**Cells coloured by class**

(2 px per um)
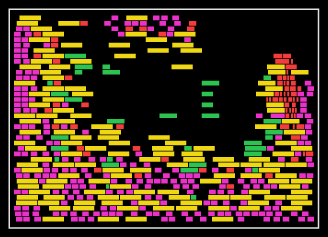
**Wiring by layer**

(2 px per um) Two of the layers only.
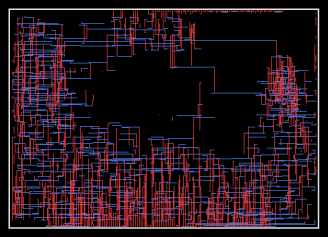
[src/rtl/mem_arbiter_if.sv]
// Bundle of core-side (fetch/data) and memory-side signals around mem_arbiter.
// slave is the arbiter's view; master is the view of the core/memory environment.
interface mem_arbiter_if;
  logic        i_start;
  logic        i_ready;
  logic [31:0] i_addr;
  logic [31:0] i_rdata;
  logic        i_rdata_valid;

  logic        d_cmd_start;
  logic        d_cmd_write;
  logic        d_cmd_ready;
  logic [31:0] d_addr;
  logic [31:0] d_wdata;
  logic [31:0] d_wmask;
  logic [31:0] d_rdata;
  logic        d_rdata_valid;

  logic        mem_cmd_start;
  logic        mem_cmd_write;
  logic        mem_cmd_ready;
  logic [31:0] mem_addr;
  logic [31:0] mem_wdata;
  logic [31:0] mem_wmask;
  logic [31:0] mem_rdata;
  logic        mem_rdata_valid;

  modport slave (
    input  i_start, i_addr,
    output i_ready, i_rdata, i_rdata_valid,
    input  d_cmd_start, d_cmd_write, d_addr, d_wdata, d_wmask,
    output d_cmd_ready, d_rdata, d_rdata_valid,
    output mem_cmd_start, mem_cmd_write, mem_addr, mem_wdata, mem_wmask,
    input  mem_cmd_ready, mem_rdata, mem_rdata_valid
  );

  modport master (
    output i_start, i_addr,
    input  i_ready, i_rdata, i_rdata_valid,
    output d_cmd_start, d_cmd_write, d_addr, d_wdata, d_wmask,
    input  d_cmd_ready, d_rdata, d_rdata_valid,
    input  mem_cmd_start, mem_cmd_write, mem_addr, mem_wdata, mem_wmask,
    output mem_cmd_ready, mem_rdata, mem_rdata_valid
  );
endinterface

[src/rtl/mem_arbiter.sv]
// Two-requester memory arbiter: one buffered command per side, one transaction at a time,
// at most one read in flight; data has priority, bounded by a fetch anti-starvation streak.
module mem_arbiter #(
  parameter int D_STREAK_MAX = 4
) (
  input  logic          clk,
  input  logic          rst_n,
  mem_arbiter_if.slave  bus
);

  localparam int SW = $clog2(D_STREAK_MAX + 1);
  localparam logic [SW-1:0] STREAK_MAX = SW'(D_STREAK_MAX);

  typedef enum logic {IDLE, WAIT_RD} state_e;
  typedef enum logic {OWN_I, OWN_D} owner_e;

  state_e        state_q, state_d;
  owner_e        owner_q, owner_d;
  logic [SW-1:0] streak_q, streak_d;

  logic          i_valid_q, i_valid_d;
  logic          i_busy_q, i_busy_d;
  logic [31:0]   i_addr_q, i_addr_d;

  logic          d_valid_q, d_valid_d;
  logic          d_busy_q, d_busy_d;
  logic          d_write_q, d_write_d;
  logic [31:0]   d_addr_q, d_addr_d;
  logic [31:0]   d_wdata_q, d_wdata_d;
  logic [31:0]   d_wmask_q, d_wmask_d;

  logic          i_accept, d_accept, pick_i;
  logic          mem_cmd_start, i_rdata_valid, d_rdata_valid;

  assign i_accept = bus.i_start && !i_busy_q;
  assign d_accept = bus.d_cmd_start && !d_busy_q;

  // Fetch wins only when data has nothing buffered or data has hit its streak limit.
  assign pick_i = i_valid_q && (!d_valid_q || (streak_q == STREAK_MAX));

  assign bus.i_ready       = !i_busy_q;
  assign bus.d_cmd_ready   = !d_busy_q;
  assign bus.i_rdata       = bus.mem_rdata;
  assign bus.d_rdata       = bus.mem_rdata;
  assign bus.i_rdata_valid = i_rdata_valid;
  assign bus.d_rdata_valid = d_rdata_valid;
  assign bus.mem_cmd_start = mem_cmd_start;
  assign bus.mem_addr      = pick_i ? i_addr_q : d_addr_q;
  assign bus.mem_cmd_write = !pick_i && d_write_q;
  assign bus.mem_wdata     = d_wdata_q;
  assign bus.mem_wmask     = d_wmask_q;

  always_comb begin
    // NOTE: every signal written here gets a default first, so no path leaves it unassigned
    // and no latch is inferred.
    state_d       = state_q;
    owner_d       = owner_q;
    streak_d      = streak_q;
    i_valid_d     = i_valid_q;
    i_busy_d      = i_busy_q;
    i_addr_d      = i_addr_q;
    d_valid_d     = d_valid_q;
    d_busy_d      = d_busy_q;
    d_write_d     = d_write_q;
    d_addr_d      = d_addr_q;
    d_wdata_d     = d_wdata_q;
    d_wmask_d     = d_wmask_q;
    mem_cmd_start = 1'b0;
    i_rdata_valid = 1'b0;
    d_rdata_valid = 1'b0;

    if (i_accept) begin
      i_valid_d = 1'b1;
      i_busy_d  = 1'b1;
      i_addr_d  = bus.i_addr;
    end
    if (d_accept) begin
      d_valid_d = 1'b1;
      d_busy_d  = 1'b1;
      d_write_d = bus.d_cmd_write;
      d_addr_d  = bus.d_addr;
      d_wdata_d = bus.d_wdata;
      d_wmask_d = bus.d_wmask;
    end

    unique case (state_q)
      IDLE: begin
        if (bus.mem_cmd_ready && (i_valid_q || d_valid_q)) begin
          mem_cmd_start = 1'b1;
          if (pick_i) begin
            i_valid_d = 1'b0;
            owner_d   = OWN_I;
            state_d   = WAIT_RD;
            streak_d  = '0;
          end else begin
            d_valid_d = 1'b0;
            // A store completes on issue; only a load waits for read data.
            if (d_write_q) begin
              d_busy_d = 1'b0;
            end else begin
              owner_d = OWN_D;
              state_d = WAIT_RD;
            end
            if (i_valid_q && (streak_q != STREAK_MAX)) streak_d = streak_q + SW'(1);
          end
        end
      end
      WAIT_RD: begin
        if (bus.mem_rdata_valid) begin
          state_d = IDLE;
          if (owner_q == OWN_I) begin
            i_rdata_valid = 1'b1;
            i_busy_d      = 1'b0;
          end else begin
            d_rdata_valid = 1'b1;
            d_busy_d      = 1'b0;
          end
        end
      end
      default: state_d = IDLE;
    endcase

    if (!i_valid_q) streak_d = '0;
  end

  // NOTE: state flops use non-blocking assignments so every flop samples pre-edge values.
  always_ff @(posedge clk or negedge rst_n) begin
    if (!rst_n) begin
      state_q   <= IDLE;
      owner_q   <= OWN_I;
      streak_q  <= '0;
      i_valid_q <= 1'b0;
      i_busy_q  <= 1'b0;
      d_valid_q <= 1'b0;
      d_busy_q  <= 1'b0;
    end else begin
      state_q   <= state_d;
      owner_q   <= owner_d;
      streak_q  <= streak_d;
      i_valid_q <= i_valid_d;
      i_busy_q  <= i_busy_d;
      d_valid_q <= d_valid_d;
      d_busy_q  <= d_busy_d;
    end
  end

  // NOTE: payload registers carry no reset; they are only observed behind their valid flags.
  always_ff @(posedge clk) begin
    i_addr_q  <= i_addr_d;
    d_write_q <= d_write_d;
    d_addr_q  <= d_addr_d;
    d_wdata_q <= d_wdata_d;
    d_wmask_q <= d_wmask_d;
  end

endmodule
[src/flat_wrapper.sv]
// flat-port wrapper written by rule: the top's interface ports become plain ports
module mem_arbiter_flat 
#(
  parameter int D_STREAK_MAX = 4
)
  (clk, rst_n, bus_i_start, bus_i_addr, bus_i_ready, bus_i_rdata, bus_i_rdata_valid, bus_d_cmd_start, bus_d_cmd_write, bus_d_addr, bus_d_wdata, bus_d_wmask, bus_d_cmd_ready, bus_d_rdata, bus_d_rdata_valid, bus_mem_cmd_start, bus_mem_cmd_write, bus_mem_addr, bus_mem_wdata, bus_mem_wmask, bus_mem_cmd_ready, bus_mem_rdata, bus_mem_rdata_valid);
  mem_arbiter_if bus_i ();
  input  logic clk;
  input  logic rst_n;
  input wire logic [$bits(bus_i.i_start)-1:0] bus_i_start;
  input wire logic [$bits(bus_i.i_addr)-1:0] bus_i_addr;
  output wire logic [$bits(bus_i.i_ready)-1:0] bus_i_ready;
  output wire logic [$bits(bus_i.i_rdata)-1:0] bus_i_rdata;
  output wire logic [$bits(bus_i.i_rdata_valid)-1:0] bus_i_rdata_valid;
  input wire logic [$bits(bus_i.d_cmd_start)-1:0] bus_d_cmd_start;
  input wire logic [$bits(bus_i.d_cmd_write)-1:0] bus_d_cmd_write;
  input wire logic [$bits(bus_i.d_addr)-1:0] bus_d_addr;
  input wire logic [$bits(bus_i.d_wdata)-1:0] bus_d_wdata;
  input wire logic [$bits(bus_i.d_wmask)-1:0] bus_d_wmask;
  output wire logic [$bits(bus_i.d_cmd_ready)-1:0] bus_d_cmd_ready;
  output wire logic [$bits(bus_i.d_rdata)-1:0] bus_d_rdata;
  output wire logic [$bits(bus_i.d_rdata_valid)-1:0] bus_d_rdata_valid;
  output wire logic [$bits(bus_i.mem_cmd_start)-1:0] bus_mem_cmd_start;
  output wire logic [$bits(bus_i.mem_cmd_write)-1:0] bus_mem_cmd_write;
  output wire logic [$bits(bus_i.mem_addr)-1:0] bus_mem_addr;
  output wire logic [$bits(bus_i.mem_wdata)-1:0] bus_mem_wdata;
  output wire logic [$bits(bus_i.mem_wmask)-1:0] bus_mem_wmask;
  input wire logic [$bits(bus_i.mem_cmd_ready)-1:0] bus_mem_cmd_ready;
  input wire logic [$bits(bus_i.mem_rdata)-1:0] bus_mem_rdata;
  input wire logic [$bits(bus_i.mem_rdata_valid)-1:0] bus_mem_rdata_valid;
  assign bus_i.i_start = bus_i_start;
  assign bus_i.i_addr = bus_i_addr;
  assign bus_i_ready = bus_i.i_ready;
  assign bus_i_rdata = bus_i.i_rdata;
  assign bus_i_rdata_valid = bus_i.i_rdata_valid;
  assign bus_i.d_cmd_start = bus_d_cmd_start;
  assign bus_i.d_cmd_write = bus_d_cmd_write;
  assign bus_i.d_addr = bus_d_addr;
  assign bus_i.d_wdata = bus_d_wdata;
  assign bus_i.d_wmask = bus_d_wmask;
  assign bus_d_cmd_ready = bus_i.d_cmd_ready;
  assign bus_d_rdata = bus_i.d_rdata;
  assign bus_d_rdata_valid = bus_i.d_rdata_valid;
  assign bus_mem_cmd_start = bus_i.mem_cmd_start;
  assign bus_mem_cmd_write = bus_i.mem_cmd_write;
  assign bus_mem_addr = bus_i.mem_addr;
  assign bus_mem_wdata = bus_i.mem_wdata;
  assign bus_mem_wmask = bus_i.mem_wmask;
  assign bus_i.mem_cmd_ready = bus_mem_cmd_ready;
  assign bus_i.mem_rdata = bus_mem_rdata;
  assign bus_i.mem_rdata_valid = bus_mem_rdata_valid;
  mem_arbiter #(.D_STREAK_MAX(D_STREAK_MAX)) u_core (.clk(clk), .rst_n(rst_n), .bus(bus_i));
endmodule
[config.mk]
export PLATFORM = sky130hd
export DESIGN_NAME = mem_arbiter_flat
export DESIGN_NICKNAME = d
export VERILOG_FILES = /design/src/rtl/mem_arbiter_if.sv /design/src/rtl/mem_arbiter.sv /design/src/flat_wrapper.sv
export SDC_FILE = /design/constraint.sdc
export NUM_CORES = 1
export LEC_CHECK = 0
export CAP_MARGIN = 15
export CORE_ASPECT_RATIO = 0.7
export CORE_MARGIN = 1.5
export CORE_UTILIZATION = 33
export CTS_BUF_LIST = sky130_fd_sc_hd__clkbuf_4 sky130_fd_sc_hd__clkbuf_8 sky130_fd_sc_hd__clkbuf_16
export CTS_CLUSTER_DIAMETER = 120
export CTS_CLUSTER_SIZE = 25
export DETAILED_ROUTE_END_ITERATION = 8
export GPL_ROUTABILITY_DRIVEN = 0
export PLACE_DENSITY = 0.8
export SLEW_MARGIN = 20
export SYNTH_ARGS = -nofsm -noshare
export SYNTH_HDL_FRONTEND = slang
export SYNTH_SLANG_ARGS = --single-unit
[constraint.sdc]
create_clock -name clk -period 5.1 [get_ports clk]
set_input_delay 1.02 -clock clk [delete_from_list [all_inputs] [get_ports clk]]
set_output_delay 1.02 -clock clk [all_outputs]
set_load 0.01 [all_outputs]
==> flow_summary_export.csv <==
group,metric,value,unit
outcome,status,"completed",
critical_path,r2r_start,"u_core.i_busy_q$_DFF_PN0_",
floorplanning,dieWidth,154,um
logic_synthesis,synth_area,0.00526,sq mm
floorplanning,initCoreUtil,0.338,
cts,root_buffer,"clkbuf_16",
timing,final.setup_skew,0.0134,ns
timing,setup_violations,0,
logic_synthesis,xor_share,0,
logic_synthesis,yosysCellCount,282,
detailed_routing,ant_nets,0,
detailed_routing,top_layer,"met4",
critical_path,required,4.08,ns
critical_path,cp_top_family,"buffers and inverters",
logic_synthesis,seq_area_frac_synth,0.779,
place,placed_cells,650,
power_and_ir_drop,p_per_area,467,mW/mm^2
logic_synthesis,ys_ff,138,
cts,clk_pin_slew_worst_paths,0.06,ns
timing,tns,0,ns
worst_hold_path,min-delay-start,"u_core.owner_q$_DFFE_PN0P_",
cts,cts.sinks,138,
cts,clockBufferDepth,2,
cts,cts_resized,0,
detailed_routing,drc,0,
timing,rsz0062_at_grt,"false",
detailed_routing,first_iter_violations,104,
power_and_ir_drop,power_leader,"sequential cells",
power_and_ir_drop,p_comb_frac,0.253,
power_and_ir_drop,switching_share,0.270,
cts,clock.latency.late_pin,0.41,ns
cts,holdBufCountCts,0,
power_and_ir_drop,p_seq_frac,0.405,
floorplanning,pin_count,333,
global_routing,grt_pass1_vias,3293,
logic_synthesis,synthAoiAreaFrac,0.0176,
timing,worst_pin_slew,1.04,ns
final_layout,final_area,0.00800,sq mm
power_and_ir_drop,ir_drop,0.281,mV
logic_synthesis,ys_types,28,
logic_synthesis,syn_nets,451,
timing,max_freq,0.281,GHz
logic_synthesis,dominantRegCellSynth,"edfxtp_1",
global_routing,grt_pass1_wl,18000,um
timing,finalClockPeriodUsage,0.698,
flow_run,warning_count,27,
cts,cts_setup_buffers,0,
detailed_routing,wl_met2,6240,um
detailed_routing,met1_length,4960,um
logic_synthesis,yosysChipArea,0.00526,sq mm
logic_synthesis,postSynthCellCount,282,
critical_path,worst-path-buf-inv,2,
timing,finalHoldViolations,0,
final_layout,syn_to_final_growth,52.0,%
final_layout,final_cells,682,
place,numPortBuffers,236,
critical_path,reg2reg_slack,3.45,ns
power_and_ir_drop,clkPwrFrac,0.341,
power_and_ir_drop,switchingPower,1010,uW
critical_path,worst-setup-path-type,"reg -> out",
power_and_ir_drop,pg_seq,1520,uW
global_routing,grt_remaining_overflow,0,
global_routing,grt_util_met1,0.164,
logic_synthesis,edf_count,129,
critical_path,cp-start-kind,"flop",
worst_hold_path,holdPathStages,1,
cts,cts_inserted_buffers,17,
power_and_ir_drop,comb-power,947,uW
logic_synthesis,topCellsByArea,"edfxtp_1, buf_4, mux2_2, dfrtp_1, mux2_1",
critical_path,end_kind,"output port",
logic_synthesis,yosys.area.top_type,"edfxtp_1",
power_and_ir_drop,p_int,2730,uW
logic_synthesis,avgSynthCellArea,18.7,sq um
timing,max-slew-margin-rel,0.302,
critical_path,arrival,2.54,ns
final_layout,antenna_cells,0,
floorplanning,die_area,0.0167,sq mm
power_and_ir_drop,pg_clk,1280,uW
logic_synthesis,async_flop_share,0.0652,
critical_path,cpMaxStageDelayCell,"clkdlybuf4s50_1",
final_layout,final_common_cell,"clkdlybuf4s50_1",
critical_path,reg2reg_depth,1,
cts,cts_tree,"done",
power_and_ir_drop,power_leakage,0.00278,uW
global_routing,grt_max_degree,99,
worst_hold_path,hp-class,"reg -> reg",
final_layout,fillers,1266,
global_routing,grt-busiest-layer,"met2",
global_routing,grtUsageMet2,0.259,
logic_synthesis,simple_gate_share,0.0238,
logic_synthesis,fa_ha_area_frac,0.00476,
timing,drv_slew,0,
logic_synthesis,topCombFamilyByArea,"buffers and inverters",
logic_synthesis,top_area_frac,0.736,
final_layout,layout-drive-gt1-share,0.133,
timing,min_period,3.56,ns
logic_synthesis,top_cell,"edfxtp_1",
worst_hold_path,whs_endpoint,"u_core.owner_q$_DFFE_PN0P_",
flow_run,cap_violations,0,
logic_synthesis,yosysWarnings,0,
final_layout,final_layout_top_logic_cells,"clkdlybuf4s50_1, edfxtp_1, mux2_2, clkbuf_16, dfrtp_1",
critical_path,crit_cells,6,
detailed_routing,dr_wl_met3,923,um
logic_synthesis,mux_share,0.0685,
place,dp_hpwl,8880,um
floorplanning,fp.dieH,109,um
global_routing,grt_antenna_before_repair,0,
cts,htreeDepth,4,
critical_path,critPathMaxFanout,35,
critical_path,critical_path.endpoint,"bus_mem_addr[31]",
critical_path,slowest_delay,0.50,ns
logic_synthesis,ys_top_cells_by_count,"edfxtp_1, buf_4, mux2_2",
detailed_routing,firstDrtPassIters,4,
final_layout,nets,638,
critical_path,crit_chain,"inv_1 > ha_1 > a21bo_4 > nand2_8 > mux2_1 > clkdlybuf4s50_1",
detailed_routing,routed_via_density,4.42,
critical_path,reg2reg_to,"u_core.i_addr_q[19]$_DFFE_PP_",
critical_path,crit_start,"u_core.streak_q[0]$_DFFE_PN0P_",
## Picture notes: 'cells coloured by class'
Red shows combinational and other logic, cells 75, share of their area 8.4%. Magenta shows other buffers and delay cells, cells 237, share of their area 31%. Green shows clock drivers and dummy loads, cells 32, share of their area 8.0%. Yellow shows flops, cells 138, share of their area 53%.
Cell Rows: 38
area of the core: 0.0155 sq mm

## Picture notes: 'wiring by layer'
Blue shows metal 1, wire length 4,960 um. Red shows metal 2, wire length 6,240 um.
Routed WL: 12,400 um
per-cell routed wire length: 18.2 um
via count: 3,012
GRT Total Usage: 0.149

[through the flow]
step	setup slack, ns	hold slack (ns)	power, uW	utilization
2_1_floorplan	1.09	0.470	2030	-
3_3_place_gp	1.71	0.507	2470	0.475
3_5_place_dp	1.72	0.507	2490	0.475
4_1_cts	1.50	0.524	3790	0.515
5_1_grt	1.44	0.566	3890	0.515
6_report	1.54	0.526	3740	0.515
[layout make-up]
type / count / area, sq um / area share
sequential: 138 / 4100 / 0.512
clock buffer: 17 / 425 / 0.0532
tap: 200 / 250 / 0.0313
clock inverter: 15 / 196 / 0.0246
timing repair buffer: 237 / 2380 / 0.298
inverter: 8 / 30.0 / 0.00375
multi-input combinational: 67 / 618 / 0.0772
No activity file was given, so power comes from the tool's default toggle rates.
